Design obstacle_spawner, sky130hd; sources not shown.
**Supply network**

Pins as bars on the die edge.
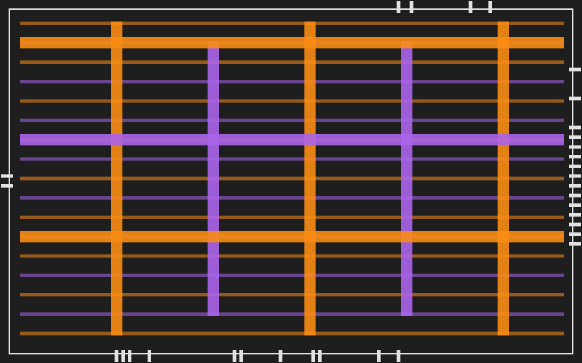
Key: VDD = purple; VSS = orange
3 straps on met5. The core has 16 rows.
peak supply drop: 219.1 uV
die extent in x: 78.87 um
area of the core: 3323 um^2

**Selected gate families**

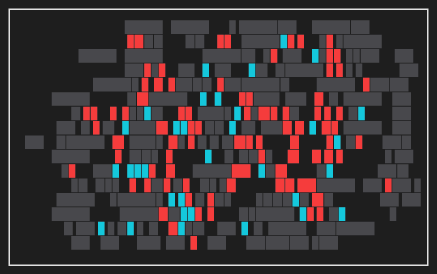
Key: NAND gates = red [cells 84, most used nand2_1]; inverters = cyan [cells 33, most used inv_1]
Layout Cells excl Fill: 326
Commonest Layout Cell: nand2_1
fraction of area in multi-input gates: 0.4461

**Clock wiring as the flow saved it**

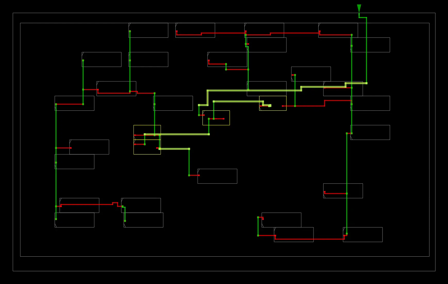
clk pwr: 0.000179 W
CTS Sinks: 28

**Signal wires on met1**

Supply wires on this layer in grey.
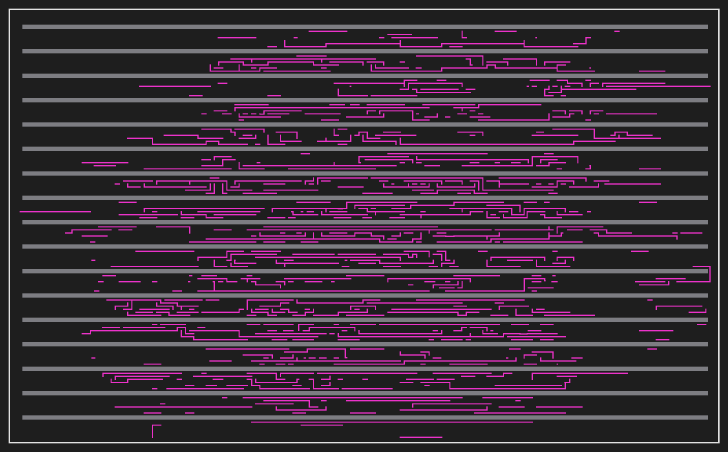
The wires run mostly horizontal. The layer holds 51% of the routed length.
met1 usage: 0.3371
final WL: 4115 um
via count: 1691

==> flow_summary.ini <==
; generated from flow reports
[logic_synthesis]
ys_types = 27
syn-mean-instance-area_um2 = 6.381
postSynthCellCount = 250
synth.top_cells.by_count = nand2_1 (58), nor2_1 (37), dfxtp_1 (28), inv_1 (28), a21oi_1 (25)
synth.yosys.chip_area_um2 = 1595
synth.cell_area_um2 = 1595
synth.top_cell.area_share = 0.3514

[grt]
grt_overflow = 0
grt_pass1_vias = 1421
grt_util_all_layers = 0.2287
grt_max_degree = 20

[outcome]
status = finished clean

[pwr]
p_per_area_nw_per_um2 = 436.9
seqPwrFrac = 0.407
p_sw_w = 0.0003450
combPwrFrac = 0.388

[final_timing]
whs_ns = 0.4499
fin_tns_setup_ns = 0
clock.fmax_ghz = 0.4296
hold_viol = 0
post-route-period-util = 0.5863
finalSetupViolCount = 0
fin_crit_ns = 2.328

[finish]
antennaDiodeCount = 0
fillers = 332
fin_util = 0.6009
fin_nets = 299

[detailed_routing]
post-route-drc-count = 0
drtIter0Drc = 173

[setup_path]
worstPathRequired_ns = 4.16
path_class = in -> reg
cp_data_arrival_time_ns = 2.51
crit_fanout = 8

[die]
rows = 16
io_pins = 32
fp_util = 0.4800
chipArea_um2 = 3795

[placed_design]
post-place-ws_ns = 1.401

[cts]
holdBufCountCts = 0
cts_setup_buffers = 0
-- final cells by class --
| type | count | area [um^2] | share of cell area |
|---|---|---|---|
| multi-input cells | 185 | 890.9 | 0.4461 |
| flip-flops and latches | 28 | 560.5 | 0.2807 |
| repair buffers | 31 | 310.3 | 0.1554 |
| inverters | 33 | 123.9 | 0.06203 |
| well taps | 45 | 56.30 | 0.02820 |
| clock buffers | 4 | 55.05 | 0.02757 |
-- power groups by stage --
stage          Sequential [W]  Combinational [W]  Clock, W
6_report             0.000355           0.000338  0.000179
5_1_grt              0.000360           0.000379  0.000194
4_1_cts              0.000355           0.000335  0.000182
3_5_place_dp         0.000362           0.000330         0
3_3_place_gp         0.000360           0.000325         0
2_1_floorplan        0.000376           0.000222         0
-- stage by stage --
stage	instance area (um^2)	cells
after floorplan	1595	250
after global placement	1942	322
after detailed placement	1942	322
after CTS	1997	326
after global routing	1997	326
final	1997	326
-- per-layer routing --
| metal | up-vias | part of all wire | global-route usage |
|---|---|---|---|
| li1 | 861 | - | - |
| met1 | 749 | 0.51 | 0.3371 |
| met2 | 77 | 0.39 | 0.3600 |
| met3 | 4 | 0.088 | 0.04299 |
| met4 | 0 | 0.0041 | 0.03273 |
| met5 | - | 0 | 0 |
-- logic make-up after synthesis --
| family | synth area share |
|---|---|
| buf+inv | 0.09020 |
| simple gates | 0.3710 |
| compound gates | 0.1608 |
| xor+xnor | 0.01098 |
| fa+ha+maj | 0.01568 |
| flops | 0.3514 |
-- critical path, cell delays in order --
cell,delay (ns)
clkdlybuf4s50_1,0.61
inv_1,0.16
nor2_2,0.18
nand2_1,0.09
nor2_1,0.15
nand3_1,0.15
nor2_4,0.20
nand2_1,0.07
nand2_1,0.06
nor2_1,0.05
Power figures rest on the tool's default switching activity, not on a simulated workload.
